Figure 1. Sizing map.
Scale: 6 px per um.
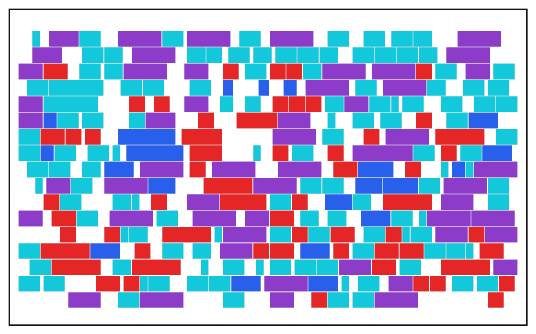
Figure 2. Cell placement.
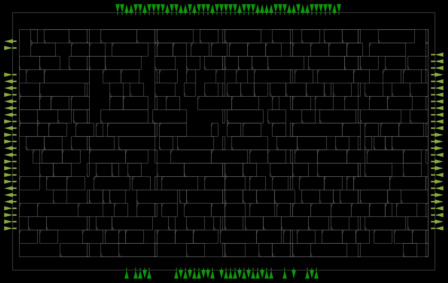
Figure 3. I/O nets highlighted.
Scale: 6 px per um.
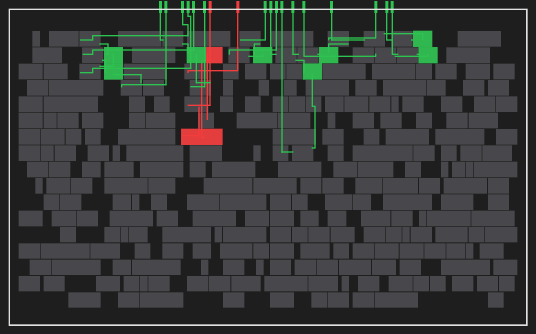
**config.mk**
```make
export PLATFORM = sky130hd
export DESIGN_NAME = mem_port_arbiter_flat
export DESIGN_NICKNAME = d
export VERILOG_FILES = /design/src/rtl/mem_port_arbiter_if.sv /design/src/rtl/mem_port_arbiter.sv /design/src/flat_wrapper.sv
export SDC_FILE = /design/constraint.sdc
export NUM_CORES = 1
export LEC_CHECK = 0
export CORE_ASPECT_RATIO = 0.6
export CORE_UTILIZATION = 21
export CTS_CLUSTER_SIZE = 25
export DETAILED_ROUTE_END_ITERATION = 8
export PLACE_DENSITY = 0.76
export SETUP_SLACK_MARGIN = 0.02
export SLEW_MARGIN = 20
export SYNTH_ARGS = -nofsm -noshare
export SYNTH_HDL_FRONTEND = slang
export SYNTH_SLANG_ARGS = --single-unit
```
**constraint.sdc**
```tcl
create_clock -name clk -period 2.7 [get_ports clk]
set_input_delay 0.54 -clock clk [delete_from_list [all_inputs] [get_ports clk]]
set_output_delay 0.54 -clock clk [all_outputs]
set_load 0.05 [all_outputs]
```
**src/rtl/mem_port_arbiter_if.sv**
```systemverilog
// ============================================================================
// mem_port_arbiter_if : requester-side and memory-side bus of the port arbiter
// Revision 1.0
// ============================================================================
`default_nettype none

interface mem_port_arbiter_if #(
  parameter int ADDR_WIDTH = 13,
  parameter int DATA_WIDTH = 8
);
  logic                    i_enable;
  logic [1:0]              i_rd_req;
  logic [2*ADDR_WIDTH-1:0] i_rd_addr;
  logic [1:0]              o_rd_gnt;
  logic [1:0]              o_rd_vld;
  logic [DATA_WIDTH-1:0]   o_rd_data;
  logic [1:0]              i_wr_req;
  logic [2*ADDR_WIDTH-1:0] i_wr_addr;
  logic [2*DATA_WIDTH-1:0] i_wr_data;
  logic [1:0]              o_wr_gnt;
  logic                    o_mem_csen;
  logic                    o_mem_rdena;
  logic [ADDR_WIDTH-1:0]   o_mem_addr_a;
  logic [DATA_WIDTH-1:0]   i_mem_data_a;
  logic                    o_mem_wrenb;
  logic [ADDR_WIDTH-1:0]   o_mem_addr_b;
  logic [DATA_WIDTH-1:0]   o_mem_data_b;

  modport slave (
    input  i_enable, i_rd_req, i_rd_addr, i_wr_req, i_wr_addr, i_wr_data, i_mem_data_a,
    output o_rd_gnt, o_rd_vld, o_rd_data, o_wr_gnt, o_mem_csen, o_mem_rdena,
           o_mem_addr_a, o_mem_wrenb, o_mem_addr_b, o_mem_data_b
  );

  modport master (
    output i_enable, i_rd_req, i_rd_addr, i_wr_req, i_wr_addr, i_wr_data, i_mem_data_a,
    input  o_rd_gnt, o_rd_vld, o_rd_data, o_wr_gnt, o_mem_csen, o_mem_rdena,
           o_mem_addr_a, o_mem_wrenb, o_mem_addr_b, o_mem_data_b
  );
endinterface

`default_nettype wire

```
**src/rtl/mem_port_arbiter.sv**
```systemverilog
// ============================================================================
// mem_port_arbiter : round-robin sharing of a read port and a write port
//                    between two requesters each, with same-address RAW guard
// Revision 1.0
// ============================================================================
`default_nettype none

module mem_port_arbiter #(
  parameter int ADDR_WIDTH = 13,
  parameter int DATA_WIDTH = 8
) (
  input  wire logic             clk,
  input  wire logic             rst_n,
  mem_port_arbiter_if.slave     bus
);

  logic                  r_rd_last;
  logic                  r_wr_last;
  logic [1:0]            r_rd_vld;

  logic                  w_active;
  logic                  w_rd_idx;
  logic                  w_wr_idx;
  logic [ADDR_WIDTH-1:0] w_rd_addr_sel;
  logic [ADDR_WIDTH-1:0] w_wr_addr_sel;
  logic [DATA_WIDTH-1:0] w_wr_data_sel;
  logic                  w_wr_any;
  logic                  w_rd_any;
  logic                  w_raw;
  logic [1:0]            w_rd_gnt;
  logic [1:0]            w_wr_gnt;

  // Grants are gated by reset as well so nothing reaches the memory while rst_n is low.
  always_comb begin
    w_active      = bus.i_enable & rst_n;
    w_rd_idx      = (&bus.i_rd_req) ? ~r_rd_last : bus.i_rd_req[1];
    w_wr_idx      = (&bus.i_wr_req) ? ~r_wr_last : bus.i_wr_req[1];
    w_rd_addr_sel = w_rd_idx ? bus.i_rd_addr[ADDR_WIDTH +: ADDR_WIDTH]
                             : bus.i_rd_addr[0 +: ADDR_WIDTH];
    w_wr_addr_sel = w_wr_idx ? bus.i_wr_addr[ADDR_WIDTH +: ADDR_WIDTH]
                             : bus.i_wr_addr[0 +: ADDR_WIDTH];
    w_wr_data_sel = w_wr_idx ? bus.i_wr_data[DATA_WIDTH +: DATA_WIDTH]
                             : bus.i_wr_data[0 +: DATA_WIDTH];
    w_wr_any      = w_active & (|bus.i_wr_req);
    // A read colliding with this cycle's write waits one cycle and then sees the new data.
    w_raw         = w_wr_any & (w_wr_addr_sel == w_rd_addr_sel);
    w_rd_any      = w_active & (|bus.i_rd_req) & ~w_raw;
    w_rd_gnt      = 2'b00;
    w_wr_gnt      = 2'b00;
    if (w_rd_any) begin
      w_rd_gnt = w_rd_idx ? 2'b10 : 2'b01;
    end
    if (w_wr_any) begin
      w_wr_gnt = w_wr_idx ? 2'b10 : 2'b01;
    end
  end

  always_ff @(posedge clk or negedge rst_n) begin
    if (!rst_n) begin
      r_rd_last <= 1'b1;
      r_wr_last <= 1'b1;
      r_rd_vld  <= 2'b00;
    end else begin
      if (w_rd_any) begin
        r_rd_last <= w_rd_idx;
      end
      if (w_wr_any) begin
        r_wr_last <= w_wr_idx;
      end
      r_rd_vld <= w_rd_gnt;
    end
  end

  assign bus.o_rd_gnt     = w_rd_gnt;
  assign bus.o_wr_gnt     = w_wr_gnt;
  assign bus.o_rd_vld     = r_rd_vld;
  assign bus.o_rd_data    = bus.i_mem_data_a;
  assign bus.o_mem_rdena  = w_rd_any;
  assign bus.o_mem_wrenb  = w_wr_any;
  assign bus.o_mem_csen   = w_rd_any | w_wr_any;
  assign bus.o_mem_addr_a = w_rd_any ? w_rd_addr_sel : '0;
  assign bus.o_mem_addr_b = w_wr_any ? w_wr_addr_sel : '0;
  assign bus.o_mem_data_b = w_wr_any ? w_wr_data_sel : '0;

endmodule

`default_nettype wire
```
**src/flat_wrapper.sv**
```systemverilog
// flat-port wrapper written by rule: the top's interface ports become plain ports
module mem_port_arbiter_flat 
#(
  parameter int ADDR_WIDTH = 13,
  parameter int DATA_WIDTH = 8
)
  (clk, rst_n, bus_i_enable, bus_i_rd_req, bus_i_rd_addr, bus_i_wr_req, bus_i_wr_addr, bus_i_wr_data, bus_i_mem_data_a, bus_o_rd_gnt, bus_o_rd_vld, bus_o_rd_data, bus_o_wr_gnt, bus_o_mem_csen, bus_o_mem_rdena, bus_o_mem_addr_a, bus_o_mem_wrenb, bus_o_mem_addr_b, bus_o_mem_data_b);
  mem_port_arbiter_if #(.ADDR_WIDTH(ADDR_WIDTH), .DATA_WIDTH(DATA_WIDTH)) bus_i ();
  input  wire logic clk;
  input  wire logic rst_n;
  input wire logic [$bits(bus_i.i_enable)-1:0] bus_i_enable;
  input wire logic [$bits(bus_i.i_rd_req)-1:0] bus_i_rd_req;
  input wire logic [$bits(bus_i.i_rd_addr)-1:0] bus_i_rd_addr;
  input wire logic [$bits(bus_i.i_wr_req)-1:0] bus_i_wr_req;
  input wire logic [$bits(bus_i.i_wr_addr)-1:0] bus_i_wr_addr;
  input wire logic [$bits(bus_i.i_wr_data)-1:0] bus_i_wr_data;
  input wire logic [$bits(bus_i.i_mem_data_a)-1:0] bus_i_mem_data_a;
  output wire logic [$bits(bus_i.o_rd_gnt)-1:0] bus_o_rd_gnt;
  output wire logic [$bits(bus_i.o_rd_vld)-1:0] bus_o_rd_vld;
  output wire logic [$bits(bus_i.o_rd_data)-1:0] bus_o_rd_data;
  output wire logic [$bits(bus_i.o_wr_gnt)-1:0] bus_o_wr_gnt;
  output wire logic [$bits(bus_i.o_mem_csen)-1:0] bus_o_mem_csen;
  output wire logic [$bits(bus_i.o_mem_rdena)-1:0] bus_o_mem_rdena;
  output wire logic [$bits(bus_i.o_mem_addr_a)-1:0] bus_o_mem_addr_a;
  output wire logic [$bits(bus_i.o_mem_wrenb)-1:0] bus_o_mem_wrenb;
  output wire logic [$bits(bus_i.o_mem_addr_b)-1:0] bus_o_mem_addr_b;
  output wire logic [$bits(bus_i.o_mem_data_b)-1:0] bus_o_mem_data_b;
  assign bus_i.i_enable = bus_i_enable;
  assign bus_i.i_rd_req = bus_i_rd_req;
  assign bus_i.i_rd_addr = bus_i_rd_addr;
  assign bus_i.i_wr_req = bus_i_wr_req;
  assign bus_i.i_wr_addr = bus_i_wr_addr;
  assign bus_i.i_wr_data = bus_i_wr_data;
  assign bus_i.i_mem_data_a = bus_i_mem_data_a;
  assign bus_o_rd_gnt = bus_i.o_rd_gnt;
  assign bus_o_rd_vld = bus_i.o_rd_vld;
  assign bus_o_rd_data = bus_i.o_rd_data;
  assign bus_o_wr_gnt = bus_i.o_wr_gnt;
  assign bus_o_mem_csen = bus_i.o_mem_csen;
  assign bus_o_mem_rdena = bus_i.o_mem_rdena;
  assign bus_o_mem_addr_a = bus_i.o_mem_addr_a;
  assign bus_o_mem_wrenb = bus_i.o_mem_wrenb;
  assign bus_o_mem_addr_b = bus_i.o_mem_addr_b;
  assign bus_o_mem_data_b = bus_i.o_mem_data_b;
  mem_port_arbiter #(.ADDR_WIDTH(ADDR_WIDTH), .DATA_WIDTH(DATA_WIDTH)) u_core (.clk(clk), .rst_n(rst_n), .bus(bus_i));
endmodule
```
==> results.txt <==
Implementation results. Y dimension of the die landed at 52.4 um. Full die area landed at 0.00451 sq mm. Core utilization at floorplan landed at about 23%. Post-synthesis xor/xnor area fraction landed at 12.8%. Once routing completed, OpenROAD measured the worst setup slack at -0.419 ns. After layout, the inverter instance count without clock inverters stands at 3. Setup repair after global routing could not meet its margin everywhere.

Among all stages on the critical path, the largest delay is contributed by sky130_fd_sc_hd__nor4_2. After layout, the design draws a total of about 0.9 mW. Summed over all nets, wire length on met3 after detailed routing comes to 367 um. After detailed routing, the number of remaining DRC violations is 0. STA classifies the critical path endpoint as a primary output. The first global-routing pass estimated 6.88 mm of wire.

Number of instances resized during post-cts repair landed at 64. Logged for this run, the post-placement worst setup slack is -0.909 ns. Leakage dissipation landed at 1.26 nW. Global-route met2 utilization landed at 37.4%.

Flop share of the area landed at 3.39%. The path class of the tightest hold or removal check is reg -> reg. The layout report gives the multi-input gate share of total cell area as a little under a third. Share of the core filled with cells landed at 78.6%. Met3 usage landed at roughly 5.5%. Part of the cycle the worst path needs landed at 116%. The critical path endpoint has a required time of about 2.2 ns. The launch point of the worst min-delay path is recorded as u_core.r_wr_last$_DFFE_PN1P_. Count of buffering cells on the critical path with inverters included landed at 7. Count of inserted antenna diode cells landed at 0. Per the final timing report, the hold violations number 0.

DRC violation total after the first TritonRoute iteration landed at 16. Initial antenna violation count landed at 0. By count the netlist is led by 30 x sky130_fd_sc_hd__nor2_1, 26 x sky130_fd_sc_hd__mux2i_1, 13 x sky130_fd_sc_hd__xor2_1, 10 x sky130_fd_sc_hd__buf_4, 8 x sky130_fd_sc_hd__a22o_1. The worst setup path is of the in -> out kind.

The final design was reported to hold multi-input combinational gates totalling 89. The largest cell class by area is buffers. Per the synth stats, the proportion of register bits with asynchronous set or reset is 100%. The highest metal layer carrying signal wires in the routed design is met4. Summing the areas of all and, or, nand and nor instances in the mapped netlist gives 15.9% of the synthesized area.

Looking at the clock tree report, the H-tree level count equals 1. The tool flagged a number of max-cap violations equal to 0. OpenROAD warning count landed at 29. On the final layout, the worst hold slack is around 0.53 ns. Residual antenna-violating net count after detailed routing landed at 0. For this design the ratio of total power to cell area is 291 mW/mm^2. The checks that failed: setup timing.

Per the detail_route report, routed wire per instance is 14.7 um. In the synthesized netlist the dominant register cell turns out to be sky130_fd_sc_hd__dfstp_2. Across the VDD grid, the largest voltage drop is between 0.0002 and 0.0003 V. Mux contribution to synthesized area landed at 30.9%. Setup slack on the worst reg-to-reg path comes out at ~0.10 ns.

Met1 wire length landed at between 1.5 and 2 mm. The root buffer cell chosen for the clock tree is sky130_fd_sc_hd__clkbuf_8. The global router reports that the layer with the highest usage is met2.

Area occupied by multi-input gates landed at 946 sq um. Tally of yosys warning messages landed at 0. Tap cell count landed at roughly 57. After routing the design area is 0.00303 sq mm.

Per the detail_route log, met2 wirelength is 2.31 mm. For this run the top cell type by instance count after synthesis was sky130_fd_sc_hd__nor2_1. Yosys chip area landed at 890 sq um. After Yosys synthesis, full adders, half adders and majority gates account for 0% of the synthesized area. The run finished, with violations left. Total setup violations reported at the end of the flow landed at 16. After synthesis, flip-flops and latches occupy 11.5% of the total area. The synthesized design spends more area on one cell type than any other, namely sky130_fd_sc_hd__mux2i_1. The number of global-route vias before repair was 1453.

Measured in cells, the most critical reg-to-reg path has a length of 11. Placed cell count landed at between 300 and 400. Among all stages on the critical path, the maximum delay recorded is roughly 0.3 ns. Clock latency on the worst-skew pair landed at 0.22 ns. The worst pin sits at a relative slew slack of around 66%.

Time the final worst path needs with I/O delays and setup landed at approximately 3.1 ns. Clock-pin slew of the registers on the worst-case setup and hold paths landed at 0.03 ns. Total clock sinks landed at 4. The critical path goes through buf_6 > a21boi_4 > buf_12 > mux2i_2 > buf_4 > xor2_2 > nor4_2 > buf_4 > a41o_4 > buf_12 > clkinvlp_4 > buf_8.

The global route stage reports its total congestion overflow as 0. Total iterations of the first detailed-routing run landed at 4. After layout the clock buffers and inverters come to under 10% of cell area. Via count landed at 1373. Post-synthesis sequential element count landed at 4. The HPWL after detailed placement is 3.78 mm.

Instance count of the mapped netlist landed at ~110. STA classifies the critical path startpoint as an input port. Largest net degree at the start of global routing landed at 10.
## Picture notes: Figure 1
purple -> x6 and larger  # cells 53
cyan -> x1 and smaller  # cells 125
blue -> x2  # cells 21
red -> x3 and x4  # cells 60
area growth from synthesis to final layout: 240%
final critical-path setup slack: -0.419 ns
number of buffers other than clock buffers in the final layout: 159

## Picture notes: Figure 2
number of standard cells in the final layout excluding fillers: 316
core region area: 0.00385 sq mm
final-layout fill cell count: 258

## Picture notes: Figure 3
red -> bus_i_rd_req  # bits 2, direction input, edge top, end cells 2, wire 70.6 um
green -> bus_i_wr_data  # bits 16, direction input, edge top, end cells 8, wire 304 um
total I/O pin count: 134
quantity of I/O buffers inserted on ports: 117

## power by group
part | switching (mW) | internal, mW | leakage, nW
Clock | 0.0322 | 0.101 | 0.0228
Sequential | 0.00696 | 0.0722 | 0.0481
Combinational | 0.305 | 0.365 | 1.19
## placed cells by master, fill, tap and decap left out, drive strengths merged, types with 2 or more instances in the layout
master,count
a21boi,2
a22o,8
buf,87
clkbuf,4
clkdlybuf4s50,72
dfrtp,2
dfstp,2
inv,2
mux2i,26
nor2,30
nor4,3
o211ai,2
xor2,13
## flip-flops by register name, summed over array words and instances (netlist names)
register / count
u_core.bus.o_rd_vld: 2
u_core.r_wr_last: 1
u_core.r_rd_last: 1
No activity file was given, so power comes from the tool's default toggle rates.
